**config.mk**
```make
export PLATFORM = sky130hd
export DESIGN_NAME = median_frame_writer
export DESIGN_NICKNAME = d
export VERILOG_FILES = /design/src/rtl/median_wr_pkg.sv /design/src/rtl/median_frame_writer_valid_delay.sv /design/src/rtl/median_frame_writer.sv
export SDC_FILE = /design/constraint.sdc
export NUM_CORES = 1
export LEC_CHECK = 0
export ABC_AREA = 1
export CORE_MARGIN = 4
export CORE_UTILIZATION = 40
export DETAILED_ROUTE_END_ITERATION = 10
export GPL_TIMING_DRIVEN = 1
export PLACE_DENSITY = 0.59
export SLEW_MARGIN = 30
export SYNTH_ARGS = -nofsm -noshare
export SYNTH_HDL_FRONTEND = slang
export SYNTH_SLANG_ARGS = --single-unit
export TNS_END_PERCENT = 20
```
**constraint.sdc**
```tcl
create_clock -name clk -period 6.3 [get_ports clk]
set_clock_uncertainty 0.2 [all_clocks]
set_input_delay 1.575 -clock clk [delete_from_list [all_inputs] [get_ports clk]]
set_output_delay 1.575 -clock clk [all_outputs]
set_load 0.02 [all_outputs]
```
**src/rtl/median_wr_pkg.sv**
```systemverilog
// Shared types for the median frame writer: FSM state encoding and checksum width.
package median_wr_pkg;

    typedef enum logic [1:0] {
        IDLE  = 2'd0,
        RUN   = 2'd1,
        DRAIN = 2'd2,
        DONE  = 2'd3
    } state_t;

    localparam int CHECKSUM_W = 32;

endpackage

```
**src/rtl/median_frame_writer_valid_delay.sv**
```systemverilog
// valid_delay: LATENCY-stage 1-bit shift register that realigns the window-valid
// flag with the filter's median output. Asynchronous active-high reset clears every stage.
module valid_delay #(
    parameter int LATENCY = 3
) (
    input  logic clk,
    input  logic rst,
    input  logic i_valid,
    output logic o_valid
);

    logic r_stage [LATENCY];

    generate
        for (genvar gi = 0; gi < LATENCY; gi++) begin : g_stage
            if (gi == 0) begin : g_first
                always_ff @(posedge clk or posedge rst) begin
                    if (rst) r_stage[gi] <= 1'b0;
                    else     r_stage[gi] <= i_valid;
                end
            end else begin : g_next
                always_ff @(posedge clk or posedge rst) begin
                    if (rst) r_stage[gi] <= 1'b0;
                    else     r_stage[gi] <= r_stage[gi-1];
                end
            end
        end
    endgenerate

    assign o_valid = r_stage[LATENCY-1];

endmodule

```
**src/rtl/median_frame_writer.sv**
```systemverilog
// median_frame_writer: tracks raster position of the filter input, drops border/warm-up
// medians and writes interior results to a cropped linear frame buffer.
// Optional running checksum of written data when MEDIAN_WR_CHECKSUM_EN is defined.
module median_frame_writer
    import median_wr_pkg::*;
#(
    parameter int IMG_W     = 640,
    parameter int IMG_H     = 480,
    parameter int PIXEL_BIT = 8,
    parameter int LATENCY   = 3,
    parameter int ADDR_W    = 18
) (
    input  logic                 clk,
    input  logic                 rst,
    input  logic                 start,
    input  logic [PIXEL_BIT-1:0] median_i,
    output logic                 wr_en,
    output logic [ADDR_W-1:0]    wr_addr,
    output logic [PIXEL_BIT-1:0] wr_data,
    output logic                 busy,
    output logic                 done
`ifdef MEDIAN_WR_CHECKSUM_EN
    ,
    output logic [CHECKSUM_W-1:0] checksum
`endif
);

    localparam int COL_W   = (IMG_W > 2) ? $clog2(IMG_W) : 2;
    localparam int ROW_W   = (IMG_H > 2) ? $clog2(IMG_H) : 2;
    localparam int CNT_W   = ADDR_W + 1;
    localparam int OUT_PIX = (IMG_W - 2) * (IMG_H - 2);

    localparam logic [COL_W-1:0] COL_LAST  = COL_W'(IMG_W - 1);
    localparam logic [COL_W-1:0] COL_ONE   = COL_W'(1);
    localparam logic [COL_W-1:0] COL_TWO   = COL_W'(2);
    localparam logic [ROW_W-1:0] ROW_LAST  = ROW_W'(IMG_H - 1);
    localparam logic [ROW_W-1:0] ROW_ONE   = ROW_W'(1);
    localparam logic [ROW_W-1:0] ROW_TWO   = ROW_W'(2);
    localparam logic [CNT_W-1:0] CNT_ONE   = CNT_W'(1);
    localparam logic [CNT_W-1:0] CNT_FINAL = CNT_W'(OUT_PIX);

    state_t               r_state;
    state_t               w_state_next;
    logic [COL_W-1:0]     r_col_in;
    logic [ROW_W-1:0]     r_row_in;
    logic [CNT_W-1:0]     r_out_cnt;
    logic                 r_wr_en;
    logic [ADDR_W-1:0]    r_wr_addr;
    logic [PIXEL_BIT-1:0] r_wr_data;
    logic                 w_start_acc;
    logic                 w_win_valid;
    logic                 w_dly_valid;
    logic                 w_busy;
    logic                 w_done;

    assign w_start_acc = (r_state == IDLE) && start;
    assign w_win_valid = (r_state == RUN) && (r_row_in >= ROW_TWO) && (r_col_in >= COL_TWO);

    always_ff @(posedge clk or posedge rst) begin
        if (rst) r_state <= IDLE;
        else     r_state <= w_state_next;
    end

    always_comb begin
        w_state_next = r_state;
        w_busy       = 1'b0;
        w_done       = 1'b0;
        case (r_state)
            IDLE: begin
                if (start) w_state_next = RUN;
            end
            RUN: begin
                w_busy = 1'b1;
                if ((r_row_in == ROW_LAST) && (r_col_in == COL_LAST)) w_state_next = DRAIN;
            end
            DRAIN: begin
                w_busy = 1'b1;
                if (r_out_cnt == CNT_FINAL) w_state_next = DONE;
            end
            DONE: begin
                w_done       = 1'b1;
                w_state_next = IDLE;
            end
            default: w_state_next = IDLE;
        endcase
    end

    // Pixel (0,0) is on the input in the accepting IDLE cycle, so RUN begins at (0,1).
    always_ff @(posedge clk or posedge rst) begin
        if (rst) begin
            r_col_in <= '0;
            r_row_in <= '0;
        end else if (w_start_acc) begin
            r_col_in <= COL_ONE;
            r_row_in <= '0;
        end else if (r_state == RUN) begin
            if (r_col_in == COL_LAST) begin
                r_col_in <= '0;
                if (r_row_in != ROW_LAST) r_row_in <= r_row_in + ROW_ONE;
            end else begin
                r_col_in <= r_col_in + COL_ONE;
            end
        end
    end

    valid_delay #(
        .LATENCY (LATENCY)
    ) u_valid_delay (
        .clk     (clk),
        .rst     (rst),
        .i_valid (w_win_valid),
        .o_valid (w_dly_valid)
    );

    always_ff @(posedge clk or posedge rst) begin
        if (rst) begin
            r_out_cnt <= '0;
            r_wr_en   <= 1'b0;
            r_wr_addr <= '0;
            r_wr_data <= '0;
        end else if (w_dly_valid) begin
            r_wr_en   <= 1'b1;
            r_wr_addr <= r_out_cnt[ADDR_W-1:0];
            r_wr_data <= median_i;
            r_out_cnt <= r_out_cnt + CNT_ONE;
        end else begin
            r_wr_en <= 1'b0;
            if (w_start_acc) r_out_cnt <= '0;
        end
    end

`ifdef MEDIAN_WR_CHECKSUM_EN
    logic [CHECKSUM_W-1:0] r_checksum;

    always_ff @(posedge clk or posedge rst) begin
        if (rst)              r_checksum <= '0;
        else if (w_start_acc) r_checksum <= '0;
        else if (r_wr_en)     r_checksum <= r_checksum + CHECKSUM_W'(r_wr_data);
    end

    assign checksum = r_checksum;
`endif

    assign wr_en   = r_wr_en;
    assign wr_addr = r_wr_addr;
    assign wr_data = r_wr_data;
    assign busy    = w_busy;
    assign done    = w_done;

endmodule

```
run_1/met1.png
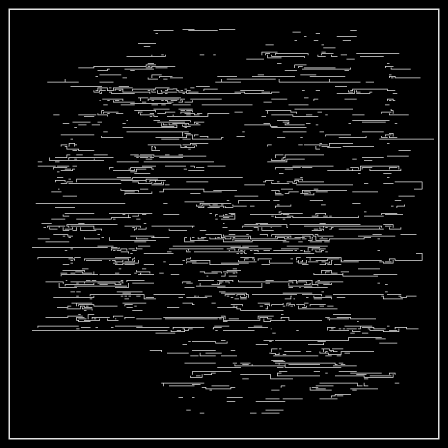
share of all routed wire: 47%
longest straight run: 32.2 µm
wire length on this layer: 3490 µm
main direction: horizontal
DR vias: 2956
GR Layer Usage met1: 19.3%
Detailed Route WL: 7.43 mm

run_1/met2.png
Bar = 20 µm. Cells faint in the background.
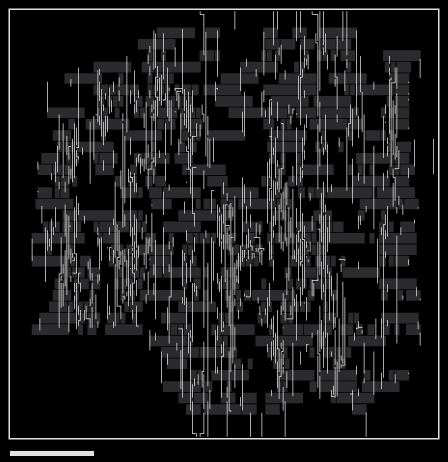
wire length on this layer: 3470 µm
main direction: vertical
met2 usage: 26.2%

==> impl_metrics.json, run 1 <==
{
  "p_sw_mw": 0.575,
  "postLayoutCoreUtil_pct": 49.1,
  "yosys.area_share.aoi_pct": 7.36,
  "hold_path_end": "u_valid_delay.r_stage[1]",
  "async_reset_ff_share_pct": 100,
  "routedWlPerCell_um": 12.3,
  "comb_cells": 313,
  "finalMaxSlewViolations": 0,
  "drt_iter0_markers": 118,
  "reg2reg_from": "r_state[1]",
  "clkLatencyLatePin_ns": 0.35,
  "ys_cells": 446,
  "r2r_slack_ns": 4.28,
  "synth-edff-count": 0,
  "switching_share_pct": 36.9,
  "path_max_fanout": 4,
  "relSlewSlack_pct": 53.6,
  "pg_comb_mw": 0.526,
  "critPathLaunch": "r_state[1]",
  "setup_ws_ns": 2.79,
  "cts_resized": 0,
  "p_seq_mw": 0.617,
  "ctsRootBufferMaster": "clkbuf_8",
  "synthTopCellsByCount": "nand2_1, dfrtp_1, nor2_1, inv_1, o21ai_0",
  "ys_sh_adder_pct": 3.54,
  "warnings": 32,
  "num_tap_cells": 108,
  "fin_total_pwr_mw": 1.56,
  "die_width_um": 102,
  "seq_area_um2": 1750,
  "ir_drop_v": 0.000215,
  "r2r_cells": 7,
  "p_clk_mw": 0.416,
  "signal_buffers": 42,
  "end_kind": "output port",
  "cts_buffers": 9,
  "syn_inst": 446,
  "dpl_cell_area_um2": 4040,
  "hold_path_class": "reg2reg",
  "max_stage_delay_ns": 0.60,
  "grt.busiest_layer": "met2",
  "ys_sh_mux_pct": 0,
  "ys_chip_area_um2": 3530,
  "cts_tree": "yes",
  "drv_cap": 0,
  "endpoint": "busy",
  "r2r-end": "r_out_cnt[12]",
  "fp_nets": 467,
  "nonClkBufAreaFrac_pct": 9.68,
  "top_layer_used": "met4",
  "yosysSeqAreaShare_pct": 49.6,
  "seqPwrFrac_pct": 39.6,
  "hold_depth": 0,
  "tns_ns": 0,
  "rows": 34,
  "intPower_mw": 0.984,
  "lay_top_count": "nand2_1",
  "synth_cell_type_count": 34,
  "avgSynthCellArea_um2": 7.93,
  "nClkBuffers": 10,
  "power.density_nw_per_um2": 366,
  "crit_family": "buffers and inverters",
  "cp.depth": 3,
  "clk_pin_slew_ns": 0.08,
  "ant_nets": 0,
  "avgViaCountPerCell": 4.90,
  "worstPathArrival_ns": 1.73,
  "top_register": "r_out_cnt",
  "synthMostInstantiatedCell": "nand2_1",
  "grt_pass1_vias": 2908,
  "final_cell_area_um2": 4260,
  "hold_viol": 0,
  "comb_area_share_pct": 35.9,
  "core-area_um2": 8680,
  "wl_met2_mm": 3.47,
  "die_y_um": 102,
  "largest_reg_flops": 19,
  "rsz0062_at_grt": "no",
  "hold_start": "u_valid_delay.r_stage[2]",
  "io_pins": 40,
  "wl_met3_um": 336,
  "crit_type": "reg2out",
  "grt_max_degree": 47,
  "cts_setup_buffers": 0,
  "ys.flops": 70,
  "setup_viol": 0,
  "final_cells": 603,
  "synth_top_area_share_pct": 49.6,
  "timing.hold.ws_ns": 0.159,
  "sh_seq_area_pct": 41.1,
  "die_area_um2": 10400,
  "io_buffers": 39,
  "n_all_inverters": 54,
  "first_pass_iters": 5,
  "postCtsHoldBufs": 0,
  "diodes": 0,
  "crit_buf_inv": 2,
  "placed_cells": 587,
  "crit_chain": "inv_1 > ha_1 > clkdlybuf4s50_1",
  "place_congestion": 0.917,
  "comb_power_share_pct": 33.7,
  "cp-start-kind": "flop",
  "lay_top_cells": "nand2_1, dfrtp_1, nor2_1",
  "gr-total-overflow": 0,
  "cts.htree.levels": 3,
  "period_used_pct": 55.7,
  "p_leak_nw": 1.97,
  "flops": 70,
  "xor_share_pct": 1.49,
  "clockPowerShare_pct": 26.7,
  "fin_crit_ns": 3.51,
  "final-clk-cell-share_pct": 5.37,
  "dominant_cells": "registers",
  "maxClockFrequency_mhz": 285,
  "ys_sh_simple_pct": 31.0,
  "status": "complete, no violations",
  "pre_cts_ws_ns": 2.92,
  "numClockSinks": 70,
  "drive_gt1_share_pct": 8.28,
  "nNetsFinal": 511,
  "ys.flop_type": "dfrtp_1",
  "track_usage_pct": 15.6,
  "synthTopLogicFamily": "simple AND/OR/NAND/NOR gates",
  "area_leaders": "dfrtp_1, nand2_1, nor2_1, inv_1, o21ai_0",
  "antenna_found_initial": 0,
  "syn_to_final_growth_pct": 20.6,
  "cp.required_ns": 4.53,
  "wl_met1_mm": 3.49,
  "fillers": 875,
  "cts_buffer_depth": 2,
  "power.group.top": "registers",
  "cp_slowest_cell": "clkdlybuf4s50_1",
  "top_area_cell": "dfrtp_1",
  "remaining_drc_errors": 0,
  "grt_pass1_wl_mm": 13.0,
  "fp_util_pct": 40.7,
  "logic_area_um2": 1530,
  "syn_area_um2": 3530,
  "tightest_slew_ns": 0.695
}
run_1/met3.png
Bar = 20 µm.
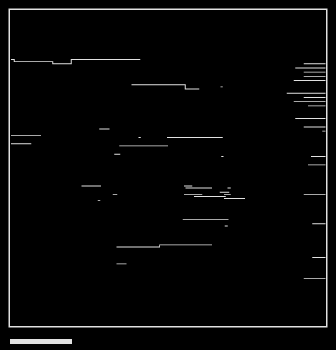
main direction: horizontal
longest straight run: 22.1 µm
M3 GR Usage: 4.51%

run_1/met4.png
Cells faint in the background.
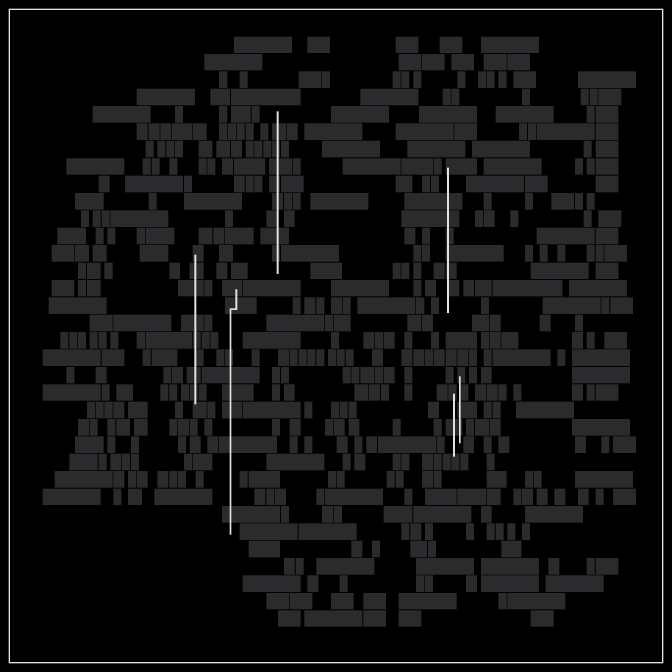
wire length on this layer: 129 µm
main direction: vertical
nets with wire on the layer: 5
share of all routed wire: 1.7%

run_1/final_congestion.png
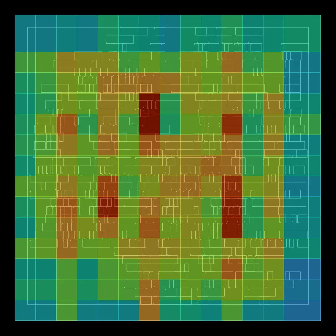

==> run 2, diff against run 1 <==
clock period = 3.29 ns   (was 6.3 ns; I/O delays follow)
run_2/final_congestion.png
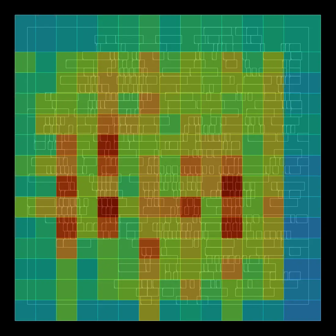
M3 GR Usage: 4.03%
Final Util: 49.0%

run_2/met4.png
Cells faint in the background.
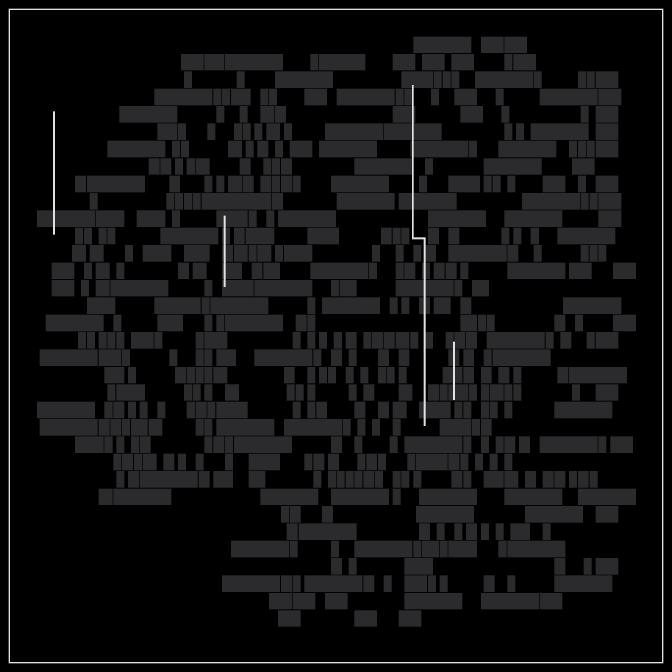
longest straight run: 29.2 µm
wire length on this layer: 93.6 µm
share of all routed wire: 1.2%
DR vias: 2943
Detailed Route WL: 7.56 mm

==> run 2 against run 1 <==
Compared with the run above: global-route usage shrank 0.21 points; utilization shrank 0.12 points; die area is the same; cell count is the same; total power grew 88%.
==> impl_metrics.json, run 2 <==
{
  "status": "complete, no violations",
  "crit_chain": "inv_1 > ha_1 > clkdlybuf4s50_1",
  "placed_cells": 587,
  "setup_viol": 0,
  "r2r_slack_ns": 1.23,
  "tightest_slew_ns": 0.490,
  "rsz0062_at_grt": "no",
  "tns_ns": 0,
  "flops": 70,
  "grt.busiest_layer": "met2",
  "synthMostInstantiatedCell": "nand2_1",
  "signal_buffers": 42,
  "logic_area_um2": 1530,
  "fin_total_pwr_mw": 2.92,
  "top_area_cell": "dfrtp_1",
  "postCtsHoldBufs": 0,
  "syn_to_final_growth_pct": 20.4,
  "ys.flop_type": "dfrtp_1",
  "crit_buf_inv": 2,
  "die_area_um2": 10400,
  "hold_path_class": "reg2reg",
  "power.group.top": "registers",
  "drv_cap": 0,
  "cts.htree.levels": 3,
  "timing.hold.ws_ns": 0.157,
  "sh_seq_area_pct": 41.2,
  "period_used_pct": 84.1,
  "setup_ws_ns": 0.523,
  "synthTopCellsByCount": "nand2_1, dfrtp_1, nor2_1, inv_1, o21ai_0",
  "ys_sh_adder_pct": 3.54,
  "r2r_cells": 9,
  "cp.required_ns": 2.27,
  "num_tap_cells": 108,
  "reg2reg_from": "r_state[0]",
  "core-area_um2": 8680,
  "hold_viol": 0,
  "wl_met1_mm": 3.60,
  "grtUsageMet2_pct": 25.0,
  "comb_power_share_pct": 34.5,
  "first_pass_iters": 6,
  "crit_family": "buffers and inverters",
  "ir_drop_v": 0.000408,
  "path_max_fanout": 4,
  "p_clk_mw": 0.735,
  "fin_crit_ns": 2.77,
  "final_cell_area_um2": 4250,
  "nClkBuffers": 10,
  "fp_util_pct": 40.7,
  "final_cells": 603,
  "drive_gt1_share_pct": 8.28,
  "ys.flops": 70,
  "avgViaCountPerCell": 4.88,
  "grt_max_degree": 71,
  "synth_top_area_share_pct": 49.6,
  "numClockSinks": 70,
  "dominant_cells": "registers",
  "yosys.area_share.aoi_pct": 7.36,
  "xor_share_pct": 1.49,
  "fillers": 895,
  "seq_area_um2": 1750,
  "grt_pass1_wl_mm": 12.9,
  "comb_cells": 313,
  "p_sw_mw": 1.12,
  "p_seq_mw": 1.18,
  "dpl_cell_area_um2": 4050,
  "cts_resized": 0,
  "finalMaxSlewViolations": 0,
  "place_congestion": 0.878,
  "top_layer_used": "met4",
  "synthTopLogicFamily": "simple AND/OR/NAND/NOR gates",
  "clockPowerShare_pct": 25.1,
  "cp.depth": 3,
  "max_stage_delay_ns": 0.60,
  "ys_sh_simple_pct": 31.0,
  "n_all_inverters": 54,
  "top_register": "r_out_cnt",
  "gr-total-overflow": 0,
  "worstPathArrival_ns": 1.74,
  "ys_cells": 446,
  "diodes": 0,
  "cts_buffers": 9,
  "io_pins": 40,
  "cts_setup_buffers": 0,
  "seqPwrFrac_pct": 40.4,
  "clk_pin_slew_ns": 0.08,
  "lay_top_count": "nand2_1",
  "switching_share_pct": 38.2,
  "hold_path_end": "u_valid_delay.o_valid",
  "p_leak_nw": 1.96,
  "die_width_um": 102,
  "endpoint": "busy",
  "die_y_um": 102
}
Power and IR drop assume default switching activity.
